$ cat src/rtl/seg7_scan_decoder_pkg.sv
// Shared 7-segment definitions: active-low segment codes, bit positions, reader FSM states.
// Latency: n/a (constants and types only).
// Backpressure: n/a.
package seg7_pkg;

  // Segment bit positions on the bus {DP,G,F,E,D,C,B,A}
  localparam int SEG_A  = 0;
  localparam int SEG_B  = 1;
  localparam int SEG_C  = 2;
  localparam int SEG_D  = 3;
  localparam int SEG_E  = 4;
  localparam int SEG_F  = 5;
  localparam int SEG_G  = 6;
  localparam int SEG_DP = 7;

  // Active-low glyph codes, DP bit held off (1); identical to the encoder's table
  localparam logic [7:0] SEG7_0 = 8'hC0;
  localparam logic [7:0] SEG7_1 = 8'hF9;
  localparam logic [7:0] SEG7_2 = 8'hA4;
  localparam logic [7:0] SEG7_3 = 8'hB0;
  localparam logic [7:0] SEG7_4 = 8'h99;
  localparam logic [7:0] SEG7_5 = 8'h92;
  localparam logic [7:0] SEG7_6 = 8'h82;
  localparam logic [7:0] SEG7_7 = 8'hF8;
  localparam logic [7:0] SEG7_8 = 8'h80;
  localparam logic [7:0] SEG7_9 = 8'h90;
  localparam logic [7:0] SEG7_A = 8'h88;
  localparam logic [7:0] SEG7_B = 8'h83;
  localparam logic [7:0] SEG7_C = 8'hC6;
  localparam logic [7:0] SEG7_D = 8'hA1;
  localparam logic [7:0] SEG7_E = 8'h86;
  localparam logic [7:0] SEG7_F = 8'h8E;

  // Reader FSM: blank bus, settling a pattern, pattern already taken
  typedef enum logic [1:0] {
    IDLE     = 2'd0,
    COUNT    = 2'd1,
    CAPTURED = 2'd2
  } seg7_state_e;

endpackage

$ cat src/rtl/seg7_scan_decoder_if.sv
// Display pin bundle plus the decoded per-digit view seen by the reader.
// Latency: n/a (wires only).
// Backpressure: none; pins are sampled every cycle.
interface seg7_scan_decoder_if #(
  parameter int NUM_DIGITS = 4
);
  logic [7:0]              seg_n;
  logic [NUM_DIGITS-1:0]   an_n;
  logic [4*NUM_DIGITS-1:0] digits;
  logic [NUM_DIGITS-1:0]   dp;
  logic [NUM_DIGITS-1:0]   digit_valid;
  logic                    frame_done;
  logic                    err_pattern;
  logic                    err_anode;

  // Display side: drives the pins, observes the decoded result
  modport master (
    output seg_n, an_n,
    input  digits, dp, digit_valid, frame_done, err_pattern, err_anode
  );

  // Decoder side: samples the pins, produces the decoded result
  modport slave (
    input  seg_n, an_n,
    output digits, dp, digit_valid, frame_done, err_pattern, err_anode
  );
endinterface

$ cat src/rtl/seg7_pattern_decode.sv
// Inverse of the 7-segment encoder: 7 active-low segment bits -> {valid, hex}.
// Latency: combinational.
// Backpressure: none.
module seg7_pattern_decode
  import seg7_pkg::*;
(
  input  logic [6:0] pat_i,
  output logic       valid_o,
  output logic [3:0] hex_o
);

  // Exact table match only; anything else (blank, partial glyph) is invalid
  always_comb begin
    valid_o = 1'b1;
    hex_o   = 4'h0;
    case (pat_i)
      SEG7_0[6:0]: hex_o = 4'h0;
      SEG7_1[6:0]: hex_o = 4'h1;
      SEG7_2[6:0]: hex_o = 4'h2;
      SEG7_3[6:0]: hex_o = 4'h3;
      SEG7_4[6:0]: hex_o = 4'h4;
      SEG7_5[6:0]: hex_o = 4'h5;
      SEG7_6[6:0]: hex_o = 4'h6;
      SEG7_7[6:0]: hex_o = 4'h7;
      SEG7_8[6:0]: hex_o = 4'h8;
      SEG7_9[6:0]: hex_o = 4'h9;
      SEG7_A[6:0]: hex_o = 4'hA;
      SEG7_B[6:0]: hex_o = 4'hB;
      SEG7_C[6:0]: hex_o = 4'hC;
      SEG7_D[6:0]: hex_o = 4'hD;
      SEG7_E[6:0]: hex_o = 4'hE;
      SEG7_F[6:0]: hex_o = 4'hF;
      default:     valid_o = 1'b0;
    endcase
  end

endmodule

$ cat src/rtl/seg7_scan_decoder.sv
// Reads a multiplexed 7-seg display: waits for a stable digit pattern, decodes and stores it per digit.
// Latency: pins held from edge k update outputs/pulses at edge k+STABLE_CYCLES+2.
// Backpressure: none; observer only, pins sampled every cycle.
module seg7_scan_decoder
  import seg7_pkg::*;
#(
  parameter int NUM_DIGITS    = 4,
  parameter int STABLE_CYCLES = 4
) (
  input  logic                 clk,
  input  logic                 rst,
  seg7_scan_decoder_if.slave   bus
);

  localparam int CW = $clog2(STABLE_CYCLES + 1);
  localparam int SW = NUM_DIGITS + 8;
  localparam logic [CW-1:0] CNT_MAX = CW'(STABLE_CYCLES);

  // Synchronizer pipeline; the idle bus is all-ones, so reset there
  logic [SW-1:0] sync1_q, s_q, s_prev_q;
  logic [CW-1:0] cnt_q, cnt_d;

  seg7_state_e             state_q;
  logic [4*NUM_DIGITS-1:0] digits_q;
  logic [NUM_DIGITS-1:0]   dp_q, digit_valid_q, seen_q;
  logic                    frame_done_q, err_pattern_q, err_anode_q;

  logic [NUM_DIGITS-1:0] an_s, sel, seen_d;
  logic [7:0]            seg_s;
  logic                  blank, changed, stable_hit, one_low;
  logic                  dec_valid;
  logic [3:0]            dec_hex;

  // Two-flop synchronizer plus a copy of the previous synchronized sample
  always_ff @(posedge clk or posedge rst) begin
    if (rst) begin
      sync1_q  <= '1;
      s_q      <= '1;
      s_prev_q <= '1;
    end else begin
      sync1_q  <= {bus.an_n, bus.seg_n};
      s_q      <= sync1_q;
      s_prev_q <= s_q;
    end
  end

  // Split the synchronized sample and derive the capture qualifiers
  always_comb begin
    an_s       = s_q[SW-1:8];
    seg_s      = s_q[7:0];
    sel        = ~an_s;
    blank      = &an_s;
    changed    = (s_q != s_prev_q);
    stable_hit = !changed && (cnt_q == CNT_MAX);
    one_low    = $onehot(sel);
    seen_d     = seen_q | sel;
    cnt_d      = changed ? CW'(1) : ((cnt_q == CNT_MAX) ? cnt_q : cnt_q + CW'(1));
  end

  // Stability run length, saturating so a long dwell never wraps into a second capture
  always_ff @(posedge clk or posedge rst) begin
    if (rst) cnt_q <= '0;
    else     cnt_q <= cnt_d;
  end

  seg7_pattern_decode u_decode (
    .pat_i   (seg_s[6:0]),
    .valid_o (dec_valid),
    .hex_o   (dec_hex)
  );

  // Reader FSM with registered per-digit results and one-cycle event pulses
  always_ff @(posedge clk or posedge rst) begin
    if (rst) begin
      state_q       <= IDLE;
      digits_q      <= '0;
      dp_q          <= '0;
      digit_valid_q <= '0;
      seen_q        <= '0;
      frame_done_q  <= 1'b0;
      err_pattern_q <= 1'b0;
      err_anode_q   <= 1'b0;
    end else begin
      frame_done_q  <= 1'b0;
      err_pattern_q <= 1'b0;
      err_anode_q   <= 1'b0;
      case (state_q)
        IDLE: begin
          if (!blank) state_q <= COUNT;
        end
        COUNT: begin
          if (blank) begin
            state_q <= IDLE;
          end else if (stable_hit) begin
            state_q <= CAPTURED;
            if (one_low) begin
              for (int i = 0; i < NUM_DIGITS; i++) begin
                if (sel[i]) begin
                  // An unreadable glyph keeps the last good hex but still reports its DP
                  if (dec_valid) digits_q[4*i +: 4] <= dec_hex;
                  dp_q[i]          <= ~seg_s[SEG_DP];
                  digit_valid_q[i] <= dec_valid;
                end
              end
              err_pattern_q <= !dec_valid;
              if (&seen_d) begin
                frame_done_q <= 1'b1;
                seen_q       <= '0;
              end else begin
                seen_q <= seen_d;
              end
            end else begin
              // Overlapping anodes: nothing trustworthy to store
              err_anode_q <= 1'b1;
            end
          end
        end
        CAPTURED: begin
          if (changed) state_q <= blank ? IDLE : COUNT;
        end
        default: state_q <= IDLE;
      endcase
    end
  end

  assign bus.digits      = digits_q;
  assign bus.dp          = dp_q;
  assign bus.digit_valid = digit_valid_q;
  assign bus.frame_done  = frame_done_q;
  assign bus.err_pattern = err_pattern_q;
  assign bus.err_anode   = err_anode_q;

endmodule

$ cat src/flat_wrapper.sv
// flat-port wrapper written by rule: the top's interface ports become plain ports
module seg7_scan_decoder_flat import seg7_pkg::*;
#(
  parameter int NUM_DIGITS    = 4,
  parameter int STABLE_CYCLES = 4
)
  (clk, rst, bus_seg_n, bus_an_n, bus_digits, bus_dp, bus_digit_valid, bus_frame_done, bus_err_pattern, bus_err_anode);
  seg7_scan_decoder_if #(.NUM_DIGITS(NUM_DIGITS)) bus_i ();
  input  logic clk;
  input  logic rst;
  input wire logic [$bits(bus_i.seg_n)-1:0] bus_seg_n;
  input wire logic [$bits(bus_i.an_n)-1:0] bus_an_n;
  output wire logic [$bits(bus_i.digits)-1:0] bus_digits;
  output wire logic [$bits(bus_i.dp)-1:0] bus_dp;
  output wire logic [$bits(bus_i.digit_valid)-1:0] bus_digit_valid;
  output wire logic [$bits(bus_i.frame_done)-1:0] bus_frame_done;
  output wire logic [$bits(bus_i.err_pattern)-1:0] bus_err_pattern;
  output wire logic [$bits(bus_i.err_anode)-1:0] bus_err_anode;
  assign bus_i.seg_n = bus_seg_n;
  assign bus_i.an_n = bus_an_n;
  assign bus_digits = bus_i.digits;
  assign bus_dp = bus_i.dp;
  assign bus_digit_valid = bus_i.digit_valid;
  assign bus_frame_done = bus_i.frame_done;
  assign bus_err_pattern = bus_i.err_pattern;
  assign bus_err_anode = bus_i.err_anode;
  seg7_scan_decoder #(.NUM_DIGITS(NUM_DIGITS), .STABLE_CYCLES(STABLE_CYCLES)) u_core (.clk(clk), .rst(rst), .bus(bus_i));
endmodule
$ cat config.mk
export PLATFORM = sky130hd
export DESIGN_NAME = seg7_scan_decoder_flat
export DESIGN_NICKNAME = d
export VERILOG_FILES = /design/src/rtl/seg7_scan_decoder_pkg.sv /design/src/rtl/seg7_scan_decoder_if.sv /design/src/rtl/seg7_pattern_decode.sv /design/src/rtl/seg7_scan_decoder.sv /design/src/flat_wrapper.sv
export SDC_FILE = /design/constraint.sdc
export NUM_CORES = 1
export LEC_CHECK = 0
export CORE_MARGIN = 2
export CORE_UTILIZATION = 51
export CTS_BUF_LIST = sky130_fd_sc_hd__clkbuf_8
export CTS_CLUSTER_DIAMETER = 30
export CTS_CLUSTER_SIZE = 8
export DETAILED_ROUTE_END_ITERATION = 12
export PLACE_DENSITY = 0.78
export SETUP_SLACK_MARGIN = 0.2
export SLEW_MARGIN = 20
export SYNTH_ARGS = -nofsm -noshare
export SYNTH_HDL_FRONTEND = slang
export SYNTH_SLANG_ARGS = --single-unit
export TNS_END_PERCENT = 1
$ cat constraint.sdc
create_clock -name clk -period 2.5 [get_ports clk]
set_input_delay 0.25 -clock clk [delete_from_list [all_inputs] [get_ports clk]]
set_output_delay 0.25 -clock clk [all_outputs]
set_load 0.005 [all_outputs]
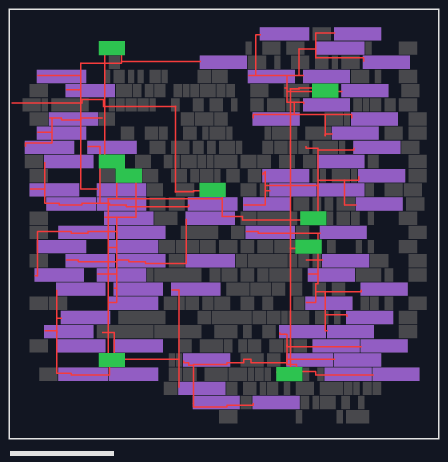
Figure 1: routed clock nets over the placement.
Scale bar: 20 µm.
[flip-flops] purple | count: 72
[clock wires] red | length: 846 µm
[clock drivers] green | count: 9
routed clock nets	10
flops lie	widely spread
clock skew: 0.00868 ns
Clk pwr share: 0.390
clock-net power: 936 µW

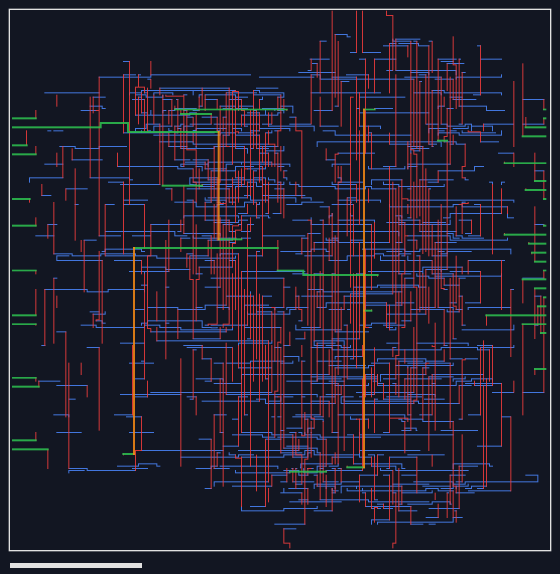
Figure 2: metal layers overlaid.
Scale bar: 20 µm.
layer	colour	wire length
metal 3	green	209 µm
metal 1	blue	2720 µm
metal 4	orange	102 µm
metal 2	red	3050 µm

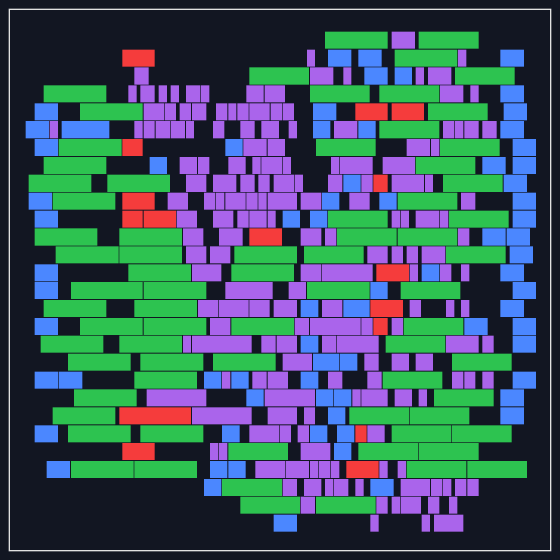
Figure 3: placement by cell class.
class	colour	cells
sequential cells	green	72
remaining buffers and delay cells	blue	72
clock drivers and dummy loads	red	16
combinational and other logic	purple	179

==> results.cfg <==
; physical design summary
[worst_setup_path]
crit_chain = inv_2 > ha_4 > ha_4 > fa_1 > nor2_2 > and2_4 > buf_6 > nand3_4 > or3_4 > o21a_1
critPathBufInv = 2
cp_max_fo = 5
cpPeakStageDelay_ns = 0.54
cp-end-kind = flop

[min_path]
hold_class = primary input to async pin

[place]
place.gp.congestion = 0.851
numPortBuffers = 40

[clocking]
cts.htree.levels = 3
cts_tree = done
ctsHoldBuffers = 0
insertion_delay_ns = 0.35

[final_timing]
hold_viol = 0
fmaxAchievable_mhz = 401
worst_slack_ns = 0.00589
fin_tns_setup_ns = 0

[finish]
largest_reg_flops = 16
clk_share = 0.0493
stdcell_area_um2 = 4110
ff_latch_area_um2 = 1850
layout-drive-gt1-share = 0.348
fillers = 440
buffer_area_frac = 0.161

[logic_synthesis]
top_cell_area_share = 0.304
yosysWarnings = 0
ff_type = dfstp_2
synth_flops = 72
mux_share = 0.0257

[run_status]
status = finished clean

[power]
fin_total_pwr_mw = 2.40
leakage_nw = 1.84
swShare = 0.244
power.internal_mw = 1.81
p_sw_uw = 586
seq-power_mw = 1.25
ir_worst_vdd_v = 0.000412

[detailed_routing]
route.detailed.drc = 0
route.met2.wl_mm = 3.05
wl_per_cell_um = 14.7
via_count = 2193

[grt]
antenna_found_initial = 0
busiest_layer = met2
met2_usage = 0.324

[floorplan]
die_width_um = 82.1

[flow_run]
maxCapViolations = 0
No activity file was given, so power comes from the tool's default toggle rates.
